--- config.mk ---
export PLATFORM = sky130hd
export DESIGN_NAME = elastic_register_pipe_flat
export DESIGN_NICKNAME = d
export VERILOG_FILES = /design/src/rtl/elastic_register_pipe_pkg.sv /design/src/rtl/elastic_register_pipe_if.sv /design/src/rtl/elastic_stage.sv /design/src/rtl/elastic_register_pipe.sv /design/src/flat_wrapper.sv
export SDC_FILE = /design/constraint.sdc
export NUM_CORES = 1
export LEC_CHECK = 0
export CAP_MARGIN = 20
export CORE_MARGIN = 4
export CORE_UTILIZATION = 45
export DETAILED_ROUTE_END_ITERATION = 7
export PLACE_DENSITY = 0.73
export SLEW_MARGIN = 30
export SYNTH_ARGS = -nofsm -noshare
export SYNTH_HDL_FRONTEND = slang
export SYNTH_SLANG_ARGS = --single-unit
--- constraint.sdc ---
create_clock -name clk -period 1.1 [get_ports clk]
set_clock_uncertainty 0.05 [all_clocks]
set_input_delay 0.165 -clock clk [delete_from_list [all_inputs] [get_ports clk]]
set_output_delay 0.165 -clock clk [all_outputs]
set_load 0.01 [all_outputs]
--- src/rtl/elastic_register_pipe_pkg.sv ---
// Shared helpers for the elastic register pipe: handshake transfer test and a
// constant-foldable ceil(log2) used to size the occupancy counter.
package elastic_register_pipe_pkg;

  function automatic logic xfer(input logic valid, input logic ready);
    return valid & ready;
  endfunction

  function automatic int clog2(input int value);
    int result;
    int rem;
    result = 0;
    rem    = value - 1;
    while (rem > 0) begin
      result++;
      rem = rem >> 1;
    end
    return result;
  endfunction

endpackage

--- src/rtl/elastic_register_pipe_if.sv ---
// Producer/consumer handshake bundle for elastic_register_pipe.
// The count signal exists only when ELASTIC_PIPE_COUNT_EN is defined.
interface elastic_register_pipe_if #(
    parameter int WIDTH = 8,
    parameter int DEPTH = 2
);
    import elastic_register_pipe_pkg::*;

    localparam int CW = clog2(DEPTH + 1);

    logic [WIDTH-1:0] in_data;
    logic             in_valid;
    logic             in_ready;
    logic [WIDTH-1:0] out_data;
    logic             out_valid;
    logic             out_ready;
`ifdef ELASTIC_PIPE_COUNT_EN
    logic [CW-1:0]    count;

    modport master (output in_data, in_valid, out_ready,
                    input  in_ready, out_data, out_valid, count);
    modport slave  (input  in_data, in_valid, out_ready,
                    output in_ready, out_data, out_valid, count);
`else
    modport master (output in_data, in_valid, out_ready,
                    input  in_ready, out_data, out_valid);
    modport slave  (input  in_data, in_valid, out_ready,
                    output in_ready, out_data, out_valid);
`endif
endinterface

--- src/rtl/elastic_stage.sv ---
// One {valid, data} stage of the elastic pipe with load, flush and synchronous reset.
module elastic_stage #(
    parameter int               WIDTH       = 8,
    parameter logic [WIDTH-1:0] RESET_VALUE = '0
) (
    input  logic             clk,
    input  logic             reset,
    input  logic             flush,
    input  logic             load,
    input  logic             up_valid,
    input  logic [WIDTH-1:0] up_data,
    output logic             valid,
    output logic [WIDTH-1:0] data
);
    logic             valid_d, valid_q;
    logic [WIDTH-1:0] data_d, data_q;

    // NOTE: hold values are assigned first so every path writes every output; no latch is inferred.
    always_comb begin
        valid_d = valid_q;
        data_d  = data_q;
        if (flush) begin
            valid_d = 1'b0;
        end else if (load) begin
            // Loading implies the current word (if any) moved on; a bubble clears valid, data holds.
            valid_d = up_valid;
            if (up_valid) data_d = up_data;
        end
    end

    // NOTE: sequential state uses non-blocking assignments so all stages update from pre-edge values.
    always_ff @(posedge clk) begin
        if (reset) begin
            valid_q <= 1'b0;
            data_q  <= RESET_VALUE;
        end else begin
            valid_q <= valid_d;
            data_q  <= data_d;
        end
    end

    assign valid = valid_q;
    assign data  = data_q;
endmodule

--- src/rtl/elastic_register_pipe.sv ---
// DEPTH-stage WIDTH-bit elastic register chain with valid/ready on both ends and flush.
// Define ELASTIC_PIPE_COUNT_EN to add the registered occupancy count output.
module elastic_register_pipe
    import elastic_register_pipe_pkg::*;
#(
    parameter int               WIDTH       = 8,
    parameter int               DEPTH       = 2,
    parameter logic [WIDTH-1:0] RESET_VALUE = '0
) (
    input  logic                  clk,
    input  logic                  reset,
    input  logic                  flush,
    elastic_register_pipe_if.slave pipe_if
);
    logic [DEPTH-1:0] v;
    logic [WIDTH-1:0] d [DEPTH];
    logic [DEPTH:0]   rdy;

    // Ready ripples back from the consumer: a stage can load if empty or if its word leaves.
    always_comb begin
        rdy        = '0;
        rdy[DEPTH] = pipe_if.out_ready;
        for (int k = DEPTH - 1; k >= 0; k--) begin
            rdy[k] = ~v[k] | rdy[k+1];
        end
    end

    for (genvar k = 0; k < DEPTH; k++) begin : g_stage
        logic             up_valid;
        logic [WIDTH-1:0] up_data;

        if (k == 0) begin : g_head
            assign up_valid = pipe_if.in_valid;
            assign up_data  = pipe_if.in_data;
        end else begin : g_body
            assign up_valid = v[k-1];
            assign up_data  = d[k-1];
        end

        elastic_stage #(
            .WIDTH       (WIDTH),
            .RESET_VALUE (RESET_VALUE)
        ) u_stage (
            .clk      (clk),
            .reset    (reset),
            .flush    (flush),
            .load     (rdy[k]),
            .up_valid (up_valid),
            .up_data  (up_data),
            .valid    (v[k]),
            .data     (d[k])
        );
    end

    assign pipe_if.in_ready  = rdy[0] & ~flush & ~reset;
    assign pipe_if.out_valid = v[DEPTH-1];
    assign pipe_if.out_data  = d[DEPTH-1];

`ifdef ELASTIC_PIPE_COUNT_EN
    localparam int CW = clog2(DEPTH + 1);

    logic [CW-1:0] count_d, count_q;
    logic          in_xfer, out_xfer;

    assign in_xfer  = xfer(pipe_if.in_valid, pipe_if.in_ready);
    assign out_xfer = xfer(pipe_if.out_valid, pipe_if.out_ready);

    always_comb begin
        count_d = count_q;
        if (flush)                     count_d = '0;
        else if (in_xfer && !out_xfer) count_d = count_q + CW'(1);
        else if (out_xfer && !in_xfer) count_d = count_q - CW'(1);
    end

    always_ff @(posedge clk) begin
        if (reset) count_q <= '0;
        else       count_q <= count_d;
    end

    assign pipe_if.count = count_q;
`endif
endmodule

--- src/flat_wrapper.sv ---
// flat-port wrapper written by rule: the top's interface ports become plain ports
module elastic_register_pipe_flat import elastic_register_pipe_pkg::*;
#(
    parameter int               WIDTH       = 8,
    parameter int               DEPTH       = 2,
    parameter logic [WIDTH-1:0] RESET_VALUE = '0
)
  (clk, reset, flush, pipe_if_in_data, pipe_if_in_valid, pipe_if_out_ready, pipe_if_in_ready, pipe_if_out_data, pipe_if_out_valid);
  elastic_register_pipe_if #(.WIDTH(WIDTH), .DEPTH(DEPTH)) pipe_if_i ();
  input  logic clk;
  input  logic reset;
  input  logic flush;
  input wire logic [$bits(pipe_if_i.in_data)-1:0] pipe_if_in_data;
  input wire logic [$bits(pipe_if_i.in_valid)-1:0] pipe_if_in_valid;
  input wire logic [$bits(pipe_if_i.out_ready)-1:0] pipe_if_out_ready;
  output wire logic [$bits(pipe_if_i.in_ready)-1:0] pipe_if_in_ready;
  output wire logic [$bits(pipe_if_i.out_data)-1:0] pipe_if_out_data;
  output wire logic [$bits(pipe_if_i.out_valid)-1:0] pipe_if_out_valid;
  assign pipe_if_i.in_data = pipe_if_in_data;
  assign pipe_if_i.in_valid = pipe_if_in_valid;
  assign pipe_if_i.out_ready = pipe_if_out_ready;
  assign pipe_if_in_ready = pipe_if_i.in_ready;
  assign pipe_if_out_data = pipe_if_i.out_data;
  assign pipe_if_out_valid = pipe_if_i.out_valid;
  elastic_register_pipe #(.WIDTH(WIDTH), .DEPTH(DEPTH), .RESET_VALUE(RESET_VALUE)) u_core (.clk(clk), .reset(reset), .flush(flush), .pipe_if(pipe_if_i));
endmodule
==> impl_metrics.yaml, run 1 <==
# implementation run metrics
cells_and_area:
  final_common_cell: "nand2b_1"
  mostFrequentLayoutCells: "nand2b_1 (16), dfxtp_1 (13), clkdlybuf4s50_1 (11)"
  drive_above_1_share_pct: 42.7
  finalNonFillerCells: 126
  nets: 124
  final_util_pct: 72.8
worst_setup_path:
  cp-end-kind: "primary output"
  r2r_end: "u_core.g_stage[0].u_stage.data[0]"
  critical_path.top_delay_family: "buffers and inverters"
  crit_chain: "clkdlybuf4s50_1, nor2b_4, a211oi_2, buf_2"
  worst-r2r-setup-slack_ns: -0.13
  startpoint: "pipe_if_out_ready"
  path_depth: 4
  required_ns: 0.88
status:
  outcome: "finished with violations"
  violations: "negative setup slack"
final_timing:
  setup_slack_ns: -0.185
  setup_viol: 9
  holdWs_ns: 0.259
  layout_min_cycle_time_ns: 1.28
  finalMaxSlewViolations: 0
  worst_slew_pin_slew_ns: 0.242
  post-route-period-util_pct: 117
  setup_tns_ns: -1.08
hold_path:
  whs_path_depth: 3
  min-delay-path-class: "input pin to flop"
  min-delay-start: "flush"
  min_to: "u_core.g_stage[0].u_stage.valid"
placement:
  hpwl_mm: 1.18
  gp_congestion: 0.769
  placedInstanceArea_um2: 1050
grt:
  grt_max_degree: 27
  grt_pass1_wl_mm: 2.58
  antenna_found_initial: 0
  grt_pass1_vias: 597
floorplanning:
  die_area_um2: 2480
  ios: 23
  initCoreUtil_pct: 49.9
  die_h_um: 49.8
power_and_ir_drop:
  total_power_w: 0.00124
  p_per_area_nw_per_um2: 1080
cts:
  htree_levels: 1
  postCtsSetupBuffers: 0
  clockBufferDepth: 2
  clockRootBuffer: "clkbuf_4"
  tritoncts: "done"
logic_synthesis:
  yosysWarnings: 0
  synth-seq-cells: 18
  ys_cells: 83
  avgSynthCellArea_um2: 9.48
  ys_chip_area_um2: 787
  seq_area_frac_synth_pct: 45.8
detailed_routing:
  drt_iter0_markers: 8
  route.detailed.drc: 0
  via_per_inst: 5.31
  drtPass1Iterations: 4
flow_run:
  tool_warnings: 28
-- run 1: worst min-delay path, delay by kind of cell --
family / cells / cell delay, ns
and+or+nand+nor: 1 / 0.04
buffers and inverters: 2 / 0.36
-- run 1: flip-flops by register name (all words and copies together) (netlist names) --
name                          cells
u_core.g_stage.u_stage.data      16
u_core.g_stage.u_stage.valid      2
-- run 1: routing by layer --
| layer | vias up | part of all wire [%] | GRT usage, % |
|---|---|---|---|
| met4 | 0 | 0.61 | 5.53 |
| met5 | - | 0 | 0 |
| li1 | 339 | - | - |
| met2 | 25 | 46 | 23.6 |
| met1 | 303 | 46 | 15.8 |
| met3 | 2 | 6.9 | 3.61 |
-- run 1: synth_stat cells --
cell type,instances,share of area [%]
nor3_1,2,1.3
a211oi_1,1,0.95
nand3_1,8,5.1
a21oi_4,1,2.1
and2b_1,1,0.95
mux2i_1,8,10
nor2b_4,1,1.7
o21ai_0,8,5.1
dfxtp_1,18,46
buf_6,1,1.4
nand2b_1,18,14
nor2_1,1,0.48
nand2b_4,1,1.7
buf_2,5,3.2
a21oi_1,9,5.7
-- run 1: logic make-up after synthesis --
group	synth area share [%]
simple gates	25.6
compound gates	13.8
flops	45.8
mux	10.2
buf+inv	4.61
-- run 1: power breakdown --
| part | internal [W] | switching [W] |
|---|---|---|
| clock | 0.000201 | 0.000197 |
| combinational | 0.0000958 | 0.0000645 |
| sequential | 0.000671 | 0.0000134 |
-- run 1: final cells by class --
cell class / instances / area (um2) / share of cell area (%)
timing repair buffer: 29 / 260 / 22.7
multi-input combinational: 59 / 464 / 40.5
clock buffer: 4 / 36.3 / 3.16
tap: 16 / 20.0 / 1.74
sequential: 18 / 367 / 32.0
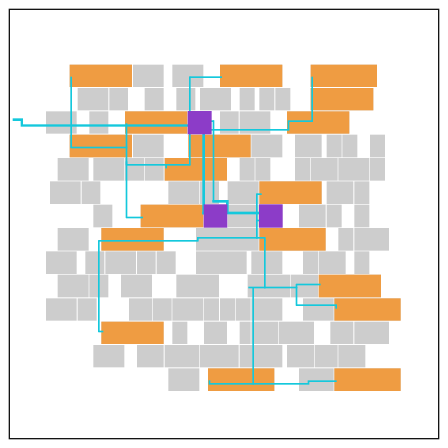
*Clock distribution, run 1*
legend:
  cyan:
    item: clock wires
    length: 211 um
  purple:
    item: cells driving clock nets
    count: 3
  orange:
    item: flip-flops
    count: 18
routed clock nets: 4
Clock power frac: 32.1%
worst skew pair latency: 0.29 ns

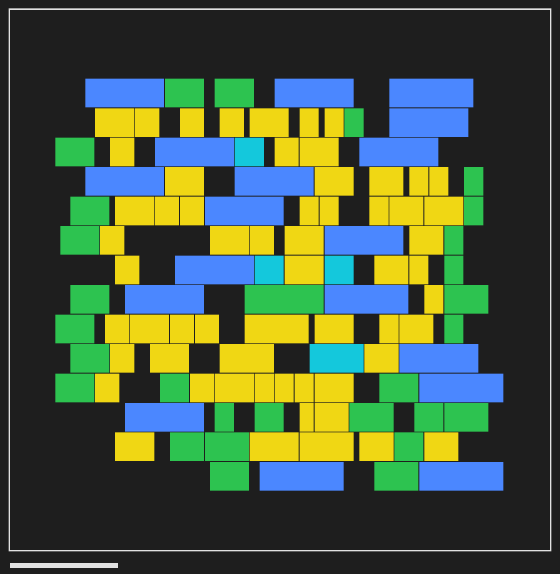
*Placed cells, one color a class, run 1*
The bar under the picture is 10 um long.
legend:
  green:
    class: other buffers and delay cells
    cells: 29
  yellow:
    class: all other logic
    cells: 59
  blue:
    class: flip-flops
    cells: 18
  cyan:
    class: clock drivers and dummy loads
    cells: 4
FP Rows: 14
flop share of the area: 32.0%
Design Area, Final: 1150 um2
core area: 1580 um2

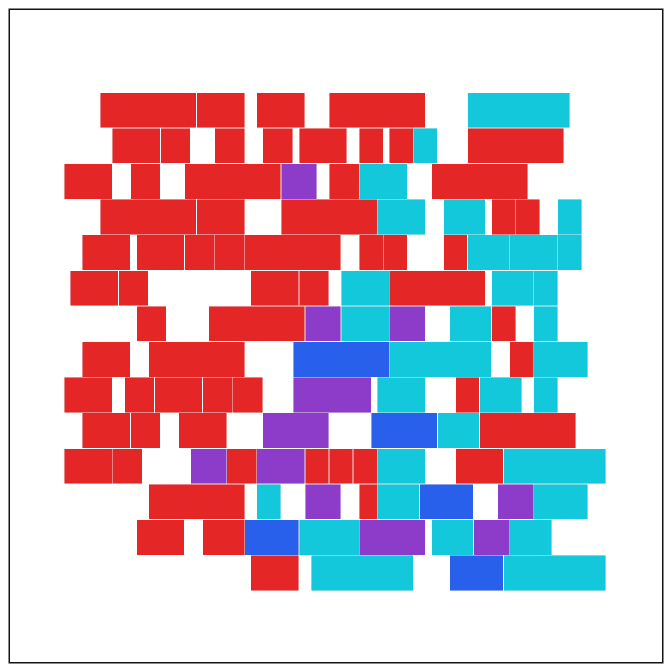
*Cells by drive strength, run 1*
legend:
  blue:
    size: drive 6 and up
    cells: 5
    share: 4.5%
    most_used: buf_6
  purple:
    size: drive 3 to 4
    cells: 11
    share: 10%
    most_used: buf_4
  cyan:
    size: drive 2
    cells: 31
    share: 28%
    most_used: nand3_2
  red:
    size: drive 1 or less
    cells: 63
    share: 57%
    most_used: nand2b_1
worst setup margin: -0.185 ns
Non-CTS buffers: 29
area grow syn2layout: 45.8%

### Clock routing, run 1

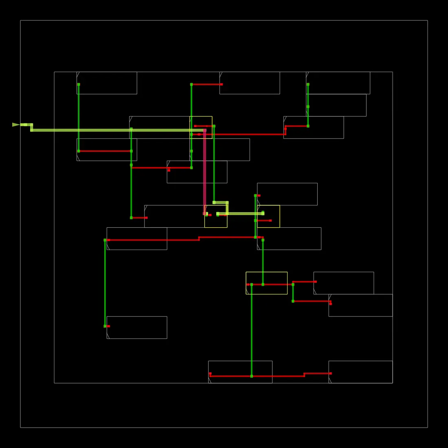

==> run 2: changes to the inputs <==
--- a/config.mk
+++ b/config.mk
@@ -10,6 +10,7 @@
 export CORE_UTILIZATION = 45
 export DETAILED_ROUTE_END_ITERATION = 7
 export PLACE_DENSITY = 0.73
+export SKIP_CTS_REPAIR_TIMING = 1
 export SLEW_MARGIN = 30
 export SYNTH_ARGS = -nofsm -noshare
 export SYNTH_HDL_FRONTEND = slang
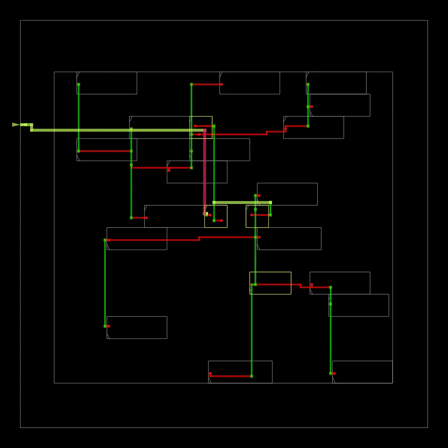
*Clock routing, run 2*
CTS Buf Count: 3
# clk buffers: 4
CTS Sinks: 18
Power Clock: 0.000402 W
sequential cell count: 18

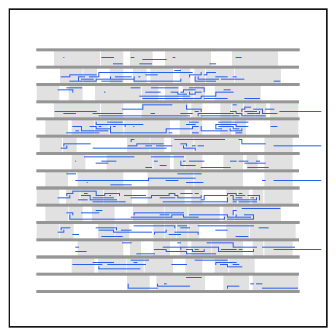
*The metal 1 layer, run 2*
Supply wires on this layer in gray.
longest straight run: 24.4 um
main direction: horizontal
share of all routed wire: 48%
nets with wire on the layer: 107
met1 usage: 15.6%
detailed-route via count: 642
WL final: 1.57 mm

==> impl_metrics.yaml, run 2 <==
# implementation run metrics
logic_synthesis:
  edf_count: 0
  synth_top_flop_cell: "dfxtp_1"
  yosysWarnings: 0
  ys_chip_area_um2: 787
  synth.area.top_cells: "dfxtp_1 (46%), nand2b_1 (14%), mux2i_1 (10%)"
  synth_area_leader_cell: "dfxtp_1"
  synth-seq-cells: 18
  async_reset_ff_share_pct: 0
  avgSynthCellArea_um2: 9.48
  seq_area_frac_synth_pct: 45.8
  top_area_share_pct: 45.8
status:
  violations: "negative setup slack"
  outcome: "finished with violations"
final_timing:
  setup_viol: 11
  layout_min_cycle_time_ns: 1.29
  worst_slew_pin_slew_ns: 0.299
  setup_slack_ns: -0.185
  holdWs_ns: 0.160
  post-route-period-util_pct: 117
  finalMaxSlewViolations: 0
worst_setup_path:
  path_depth: 3
  r2r_start: "u_core.g_stage[1].u_stage.valid"
  cp-end-kind: "primary output"
  startpoint: "u_core.g_stage[1].u_stage.valid"
  crit_slowest_cell: "dfxtp_2"
  crit_chain: "nor2b_4, a211oi_2, buf_2"
  critical_path.top_delay_family: "flip-flops"
  r2r_end: "u_core.g_stage[0].u_stage.data[0]"
cells_and_area:
  finalNonFillerCells: 125
  drive_above_1_share_pct: 20.2
  final-seq-area_um2: 363
  largest_reg_flops: 16
  buffer_area_share_pct: 26.6
  comb_share_pct: 36.3
  syn2layout_area_growth_pct: 43.4
  seq-cell-share_pct: 32.2
  comb.multi_input.count: 59
  clock_area_share_pct: 3.22
  logic_area_um2: 409
  mostFrequentLayoutCells: "nand2b_1 (17), dfxtp_1 (16), clkdlybuf4s50_1 (11)"
  largest_cell_class: "combinational gates"
  final_common_cell: "nand2b_1"
  final_util_pct: 71.6
  inverters: 0
detailed_routing:
  route.detailed.drc: 0
  wl_met1_um: 747
  topRoutingLayerUsed: "met4"
  via_per_inst: 5.14
  postRouteAntennaNets: 0
  route.met2.wl_um: 724
  drtPass1Iterations: 4
  drt_iter0_markers: 13
cts:
  clockRootBuffer: "clkbuf_4"
  htree_levels: 1
  tritoncts: "done"
  clockBufferDepth: 2
  clk_latency_ns: 0.29
grt:
  grt_pass1_wl_mm: 2.51
  grt.overflow.total: 0
  grt_pass1_vias: 595
  grt_max_degree: 27
  antenna_found_initial: 0
floorplanning:
  ios: 23
  die_h_um: 49.8
  initCoreUtil_pct: 49.9
  core_um2: 1580
  rows: 14
placement:
  gp_congestion: 0.769
  hpwl_mm: 1.18
hold_path:
  min-delay-path-class: "input pin to flop"
power_and_ir_drop:
  p_per_area_nw_per_um2: 1100
==> run 2: cell counts after synthesis <==
No cell type changed its count.
==> run 2: cell families after synthesis <==
logic type             share of synthesized area, %
and+or+nand+nor                                25.6
muxes                                          10.2
buffers and inverters                          4.61
DFF                                            45.8
AOI/OAI and AO/OA                              13.8
==> run 2: worst min path at each step <==
stage                                            startpoint  slack (ns)                                end  depth (start not counted)
after floorplan                                       flush        0.19    u_core.g_stage[0].u_stage.valid                          1
after global placement    u_core.g_stage[1].u_stage.data[4]        0.41  u_core.g_stage[1].u_stage.data[4]                          2
after detailed placement  u_core.g_stage[0].u_stage.data[1]        0.41  u_core.g_stage[0].u_stage.data[1]                          2
after CTS                                pipe_if_in_data[4]        0.38  u_core.g_stage[0].u_stage.data[4]                          3
after global routing                                  flush        0.18    u_core.g_stage[0].u_stage.valid                          3
final                                                 flush        0.16    u_core.g_stage[0].u_stage.valid                          3
==> run 2: power breakdown <==
group / switching (W) / total, W / internal (W)
Clock: 0.000201 / 0.000402 / 0.000201
Combinational: 0.0000593 / 0.000154 / 0.0000943
Sequential: 0.0000109 / 0.000682 / 0.000671
Total: 0.000271 / 0.00124 / 0.000967
==> run 2: routing by layer <==
metal  global-route usage (%)  vias to the layer above
li1                         -                      336
met5                        0                        -
met2                     22.0                       19
met1                     15.6                      285
met4                     5.53                        0
met3                     3.61                        2
==> run 2: stage by stage <==
| step | TNS (ns) | cell area (um2) |
|---|---|---|
| after global placement | -6.73 | 1050 |
| after CTS | -4.65 | 1090 |
| after floorplan | 0 | 792 |
| after global routing | -1.94 | 1130 |
| after detailed placement | -7.21 | 1050 |
| final | -1.03 | 1130 |
No activity file was given, so power comes from the tool's default toggle rates.
